Run 1, M1 wires:
Supply wires on this layer in gray.
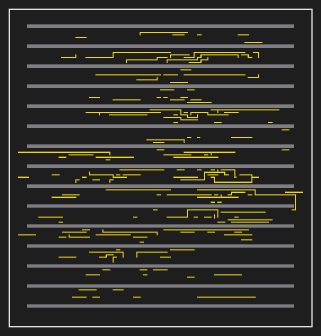
Run 1, the clock network:
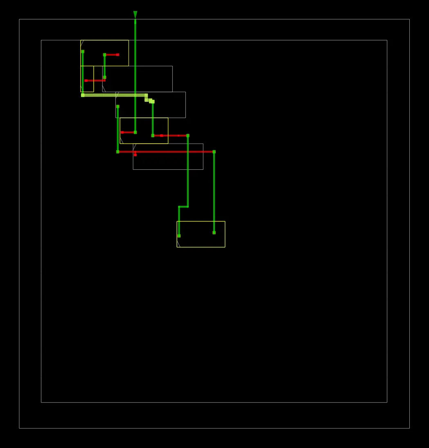
Run 1, port wiring:
Bar = 10 um.
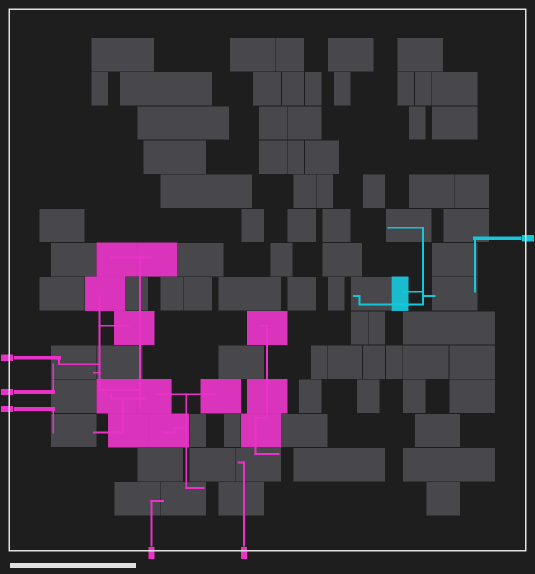
--- config.mk ---
export PLATFORM = sky130hd
export DESIGN_NAME = pipeline_ctrl
export DESIGN_NICKNAME = d
export VERILOG_FILES = /design/src/rtl/pipeline_ctrl.sv
export SDC_FILE = /design/constraint.sdc
export NUM_CORES = 1
export LEC_CHECK = 0
export CAP_MARGIN = 0
export CORE_AREA = 2 2 39 41
export CTS_BUF_LIST = sky130_fd_sc_hd__clkbuf_8
export CTS_CLUSTER_SIZE = 25
export DETAILED_ROUTE_END_ITERATION = 16
export DIE_AREA = 0 0 41 43
export HOLD_SLACK_MARGIN = 0.15
export PLACE_DENSITY_LB_ADDON = 0.15
export SLEW_MARGIN = 20
export SYNTH_ARGS = -nofsm -noshare
export SYNTH_HDL_FRONTEND = slang
export SYNTH_SLANG_ARGS = --single-unit
--- constraint.sdc ---
create_clock -name CLK -period 2.9 [get_ports CLK]
set_input_delay 0.29 -clock CLK [delete_from_list [all_inputs] [get_ports CLK]]
set_output_delay 0.29 -clock CLK [all_outputs]
set_load 0.05 [all_outputs]
--- src/rtl/pipeline_ctrl.sv ---
// Pipeline latch write-enable / flush controller with D-miss hold, halt latch and redirect squash.
// Optional PIPE_PERF_EN adds saturating stall_cnt / flush_cnt performance counters.
module pipeline_ctrl #(
    parameter int unsigned REG_W = 5,
    parameter int unsigned CNT_W = 32
) (
    input  logic             CLK,
    input  logic             nRST,
    input  logic             ihit,
    input  logic             dhit,
    input  logic             mem_dREN,
    input  logic             mem_dWEN,
    input  logic             mem_brtaken,
    input  logic             mem_halt,
    input  logic             id_jump,
    input  logic             ex_dREN,
    input  logic [REG_W-1:0] ex_rt,
    input  logic [REG_W-1:0] id_rs,
    input  logic [REG_W-1:0] id_rt,
    output logic             pcW,
    output logic             ifidW,
    output logic             idexW,
    output logic             exmemW,
    output logic             memwbW,
    output logic             ifidRST,
    output logic             idexRST,
    output logic             exmemRST,
    output logic             memwbRST,
    output logic             halt
`ifdef PIPE_PERF_EN
    ,
    output logic [CNT_W-1:0] stall_cnt,
    output logic [CNT_W-1:0] flush_cnt
`endif
);

    typedef enum logic [1:0] {
        RUN    = 2'd0,
        DWAIT  = 2'd1,
        HALTED = 2'd2
    } state_t;

    state_t state, state_next;
    logic   redir_pend, redir_next;
    logic   dmiss;
    logic   load_use;
    logic   redirect;

    if (CNT_W < 1 || REG_W < 1) begin : g_param_chk
        $error("pipeline_ctrl: REG_W and CNT_W must be at least 1");
    end

    assign dmiss    = (mem_dREN | mem_dWEN) & ~dhit;
    assign load_use = ex_dREN & (ex_rt != '0) & ((ex_rt == id_rs) | (ex_rt == id_rt));
    // A redirect only takes effect when it wins priority this cycle.
    assign redirect = ~dmiss & ~mem_halt & (mem_brtaken | (~load_use & id_jump));

    // State register
    always_ff @(posedge CLK) begin
        if (!nRST) begin
            state      <= RUN;
            redir_pend <= 1'b0;
        end else begin
            state      <= state_next;
            redir_pend <= redir_next;
        end
    end

    // Next-state logic
    always_comb begin
        state_next = state;
        redir_next = redir_pend;
        case (state)
            RUN, DWAIT: begin
                if (dmiss) begin
                    state_next = DWAIT;
                end else begin
                    state_next = mem_halt ? HALTED : RUN;
                    if (ihit) begin
                        redir_next = 1'b0;
                    end
                    if (redirect && !ihit) begin
                        redir_next = 1'b1;
                    end
                end
            end
            HALTED: state_next = HALTED;
            default: begin
                state_next = RUN;
                redir_next = 1'b0;
            end
        endcase
    end

    // Output logic
    always_comb begin
        pcW      = 1'b0;
        ifidW    = 1'b0;
        idexW    = 1'b0;
        exmemW   = 1'b0;
        memwbW   = 1'b0;
        ifidRST  = 1'b0;
        idexRST  = 1'b0;
        exmemRST = 1'b0;
        memwbRST = 1'b0;
        halt     = 1'b0;
        if (!nRST) begin
            pcW = 1'b0;
        end else if (state == HALTED) begin
            halt = 1'b1;
        end else begin
            pcW    = ihit;
            ifidW  = 1'b1;
            idexW  = 1'b1;
            exmemW = 1'b1;
            memwbW = 1'b1;
            if (dmiss) begin
                pcW      = 1'b0;
                ifidW    = 1'b0;
                idexW    = 1'b0;
                exmemW   = 1'b0;
                memwbRST = 1'b1;
            end else if (mem_halt) begin
                pcW      = 1'b0;
                ifidRST  = 1'b1;
                idexRST  = 1'b1;
                exmemRST = 1'b1;
            end else if (mem_brtaken) begin
                pcW      = 1'b1;
                ifidRST  = 1'b1;
                idexRST  = 1'b1;
                exmemRST = 1'b1;
            end else if (load_use) begin
                pcW     = 1'b0;
                ifidW   = 1'b0;
                idexRST = 1'b1;
            end else if (id_jump) begin
                pcW     = 1'b1;
                ifidRST = 1'b1;
            end else if (!ihit) begin
                pcW     = 1'b0;
                ifidRST = 1'b1;
            end else if (redir_pend) begin
                // Fetch returning now belongs to the pre-redirect path.
                pcW     = 1'b0;
                ifidRST = 1'b1;
            end
        end
    end

`ifdef PIPE_PERF_EN
    logic stall_evt;
    logic flush_evt;

    assign stall_evt = nRST & (state != HALTED) & ~pcW;
    assign flush_evt = nRST & (state != HALTED) & (mem_brtaken | id_jump);

    // Saturating performance counters
    always_ff @(posedge CLK) begin
        if (!nRST) begin
            stall_cnt <= '0;
            flush_cnt <= '0;
        end else begin
            if (stall_evt && (stall_cnt != '1)) begin
                stall_cnt <= stall_cnt + CNT_W'(1);
            end
            if (flush_evt && (flush_cnt != '1)) begin
                flush_cnt <= flush_cnt + CNT_W'(1);
            end
        end
    end
`endif

endmodule

==> impl_metrics.py, run 1 <==
# Auto-generated metrics
metrics = {
    "final_timing": {
        "hold_viol_final": 0,
        "setup_violations": 0,
        "whs_ns": 0.587,
        "tns_ns": 0,
        "fmax_ghz": 0.384,
        "min_period_ns": 2.60,
        "period_used_share": 0.898,
    },
    "cells_and_area": {
        "largestClassByArea": "buffers",
        "utilization": 0.582,
        "logic_area_um2": 302,
        "flops": 3,
        "seq_share": 0.0745,
        "multi_input_comb_cells": 49,
        "final_cell_mix": "30 x clkdlybuf4s50_1, 10 x xnor2_1, 8 x nor2_1",
        "ff_latch_area_um2": 60.1,
        "area_delta_synth_final_pct": 112,
        "fillers": 135,
        "buffer_area_frac": 0.457,
        "stdcell_count": 109,
        "inverters": 3,
    },
    "synth": {
        "yosys_warnings": 0,
        "syn-cell-area_um2": 380,
        "top_cell_area_share": 0.230,
        "postSynth.asyncResetShare": 0,
        "synthFlopType": "dfxtp_1",
        "syn-num-nets": 81,
        "yosysSeqAreaShare": 0.158,
        "largest_area_cell": "xnor2_1",
        "syn_inst": 56,
        "ys_top_cells_by_area": "xnor2_1 23%, dfxtp_1 16%, nor2_1 7.9%",
        "yosysChipArea_um2": 380,
        "avgSynthCellArea_um2": 6.79,
        "ys_cells": 56,
    },
    "detailed_routing": {
        "num_vias": 510,
        "drt_iter0_drc": 3,
        "via_per_inst": 4.68,
        "dr.pass1.iters": 4,
        "wirelength_um": 1080,
    },
    "critical_path": {
        "reg2reg_slack_ns": 1.84,
        "critPathLaunchType": "primary input",
        "worstReg2RegEnd": "redir_pend$_SDFFE_PN0P_",
        "crit_type": "primary input to output port",
        "worst-path-max-fanout": 6,
        "cp-end-kind": "output port",
        "worstPathRequired_ns": 2.61,
        "timing.rr.start": "state[1]$_SDFF_PN0_",
        "reg2regPathDepth": 4,
    },
    "power_and_ir_drop": {
        "power-top-group": "combinational cells",
        "leakage_nw": 0.320,
        "ir_drop_mv": 0.248,
        "netSwitchingFraction": 0.329,
        "pg_comb_mw": 0.144,
        "p_clk_frac": 0.381,
        "p_seq_frac": 0.150,
        "p_per_area_nw_per_um2": 380,
        "p_seq_mw": 0.0459,
        "powerClk_mw": 0.117,
    },
    "die": {
        "chipWidth_um": 41,
        "tap-cell-count": 16,
        "initCoreUtil": 0.275,
        "ioPinCount": 35,
        "dieArea_um2": 1760,
        "rows": 14,
    },
    "job": {
        "warnings": 26,
    },
    "cts": {
        "clkTransAtPathRegs_ns": 0.03,
        "clk_path_buf_depth": 2,
        "cts_max_level": 1,
        "post_cts_resized": 0,
        "post_cts_buffers": 0,
    },
    "placement": {
        "gp_congestion": 0.717,
        "post-place-ws_ns": 0.297,
        "portBuffers": 34,
    },
    "hold_path": {
        "holdPathStages": 2,
        "hold-path-endpoint": "state[1]$_SDFF_PN0_",
        "hp-class": "flip-flop to flip-flop",
    },
    "global_route": {
        "track_usage": 0.142,
    },
    "status": {
        "status": "finished, final reports clean",
    },
}
Back to the opening pictures, 'M1 wires':
nets with wire on the layer = 94
longest straight run = 12.4 um
wire length on this layer = 431 um
share of all routed wire = 40%

Back to the opening pictures, 'the clock network':
clk ins delay skew pair: 0.21 ns
cts bufs inserted: 3
TritonCTS Sinks: 3
number of clock-tree buffers in the layout: 3
clk_skew: 0.00389 ns

Back to the opening pictures, 'port wiring':
cyan -> idexW  # bits 1, direction output, end cells 1, wire 25.8 um
magenta -> ex_rt  # bits 5, direction input, end cells 12, wire 94.6 um

run 1: flip-flops by register name, indices dropped and copies added, names as in the netlist:
register	cells
state	2
redir_pend	1
run 1: metal layers:
layer,GRT usage,part of all wire
met1,0.154,0.40
met2,0.238,0.51
met3,0.0314,0.093
met4,0.0800,0
met5,0,0
run 1: critical path: stages:
cell             delay [ns]
clkdlybuf4s50_1        0.40
o21bai_1               0.36
nand3_1                0.24
nor2_1                 0.20
clkdlybuf4s50_1        0.82
run 1: cells by family after synthesis:
logic type             after synthesis  synth area share
AND/OR/NAND/NOR                     26             0.336
XOR/XNOR                            10             0.230
AND-OR/OR-AND                       13             0.227
buffers and inverters                4            0.0493
flip-flops                           3             0.158
Run 1, placement density heat map:
Bar = 10 um. The die is cut into 8 by 9 equal tiles; white is low, dark blue is high, 0 to 100% covered.
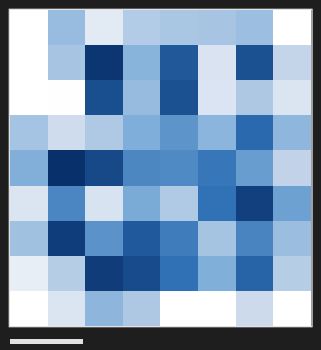

==> run 1 -> run 2 <==
- DONT_BUFFER_PORTS: default -> 1
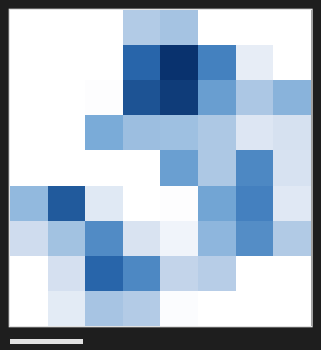
Run 2: placement density heat map
Bar = 10 um. The die is cut into 8 by 9 equal tiles; white is low, dark blue is high, 0 to 100% covered.
nearly empty tiles = 40%
emptiest ninth of the die = north-west
tiles over 75% full = 8.3%
final core area utilization: 0.344
Core ar.: 1380 um^2
Starting Density: 0.275

==> impl_metrics.py, run 2 <==
# Auto-generated metrics
metrics = {
    "final_timing": {
        "period_used_share": 0.651,
        "setup_violations": 0,
        "tns_ns": 0,
        "fmax_ghz": 0.530,
        "hold_viol_final": 0,
    },
    "hold_path": {
        "holdPathStages": 2,
        "hp-class": "primary input to flip-flop",
    },
    "critical_path": {
        "timing.rr.start": "state[1]$_SDFF_PN0_",
        "crit_family": "AND-OR/OR-AND gates",
        "path_buffers": 1,
        "crit_type": "primary input to output port",
        "reg2regPathDepth": 4,
        "cp-end-kind": "output port",
        "slowest_delay_ns": 0.38,
        "cp_slowest_cell": "a21o_1",
        "critPathLaunchType": "primary input",
        "cp.depth": 5,
        "reg2reg_slack_ns": 1.85,
        "worstPathRequired_ns": 2.61,
        "crit_chain": "o21bai_1 -> nand3_1 -> nor2_1 -> buf_4 -> a21o_1",
        "worst-path-max-fanout": 6,
        "worstReg2RegEnd": "redir_pend$_SDFFE_PN0P_",
    },
    "synth": {
        "syn-num-nets": 81,
        "largest_area_cell": "xnor2_1",
        "mux_share": 0,
        "ys_top_cells_by_area": "xnor2_1 23%, dfxtp_1 16%, nor2_1 7.9%",
        "yosysSeqAreaShare": 0.158,
        "ys_cells": 56,
        "yosys.area_share.simple": 0.336,
        "syn_inst": 56,
        "xor_share": 0.230,
        "ys_top_logic_family": "simple AND/OR/NAND/NOR gates",
        "syn-cell-area_um2": 380,
        "synth.cellmix.adderShare": 0,
        "yosysChipArea_um2": 380,
        "yosys.area_share.aoi": 0.227,
    },
    "global_route": {
        "grt-busiest-layer": "met2",
        "met1_usage": 0.0990,
        "grt_use_met2": 0.181,
    },
    "cts": {
        "cts_num_sinks": 3,
        "tritoncts.num_buffers": 3,
        "clkTransAtPathRegs_ns": 0.03,
        "clkLatencyLatePin_ns": 0.21,
        "post_cts_resized": 0,
    },
    "detailed_routing": {
        "via_per_inst": 5.15,
        "met2_length_um": 413,
        "wirelength_um": 865,
        "num_vias": 412,
        "dr.pass1.iters": 4,
        "drt-met1-wl_um": 329,
    },
    "power_and_ir_drop": {
        "netSwitchingFraction": 0.340,
        "p_clk_frac": 0.465,
        "p_per_area_nw_per_um2": 518,
    },
    "die": {
        "ioPinCount": 35,
        "dieArea_um2": 1760,
        "chipWidth_um": 41,
        "rows": 14,
    },
    "cells_and_area": {
        "final_cell_mix": "10 x xnor2_1, 8 x nor2_1, 5 x a21oi_1, 5 x buf_4",
        "reg_top3": "state: 2 flops, redir_pend: 1 flops",
        "largest_reg_flops": 2,
    },
    "placement": {
        "gp_congestion": 0.584,
        "portBuffers": 0,
    },
    "status": {
        "status": "finished, final reports clean",
    },
    "job": {
        "warnings": 26,
    },
}
-- run 2: power by group through the flow --
stage | clock (mW) | sequential [mW] | combinational, mW
after floorplan | 0 | 0.0461 | 0.0749
final | 0.114 | 0.0460 | 0.0856
after global routing | 0.120 | 0.0463 | 0.0935
after CTS | 0.117 | 0.0459 | 0.0865
after global placement | 0 | 0.0465 | 0.0866
after detailed placement | 0 | 0.0464 | 0.0862
-- run 2: layout make-up --
cell class / count / area, um^2
Tap cell: 16 / 20.0
Clock buffer: 3 / 41.3
Multi-Input combinational cell: 49 / 302
Timing Repair Buffer: 5 / 37.5
Fill cell: 150 / 908
Sequential cell: 3 / 60.1
Inverter: 3 / 11.3
Clock inverter: 1 / 3.75
No activity file was given, so power comes from the tool's default toggle rates.
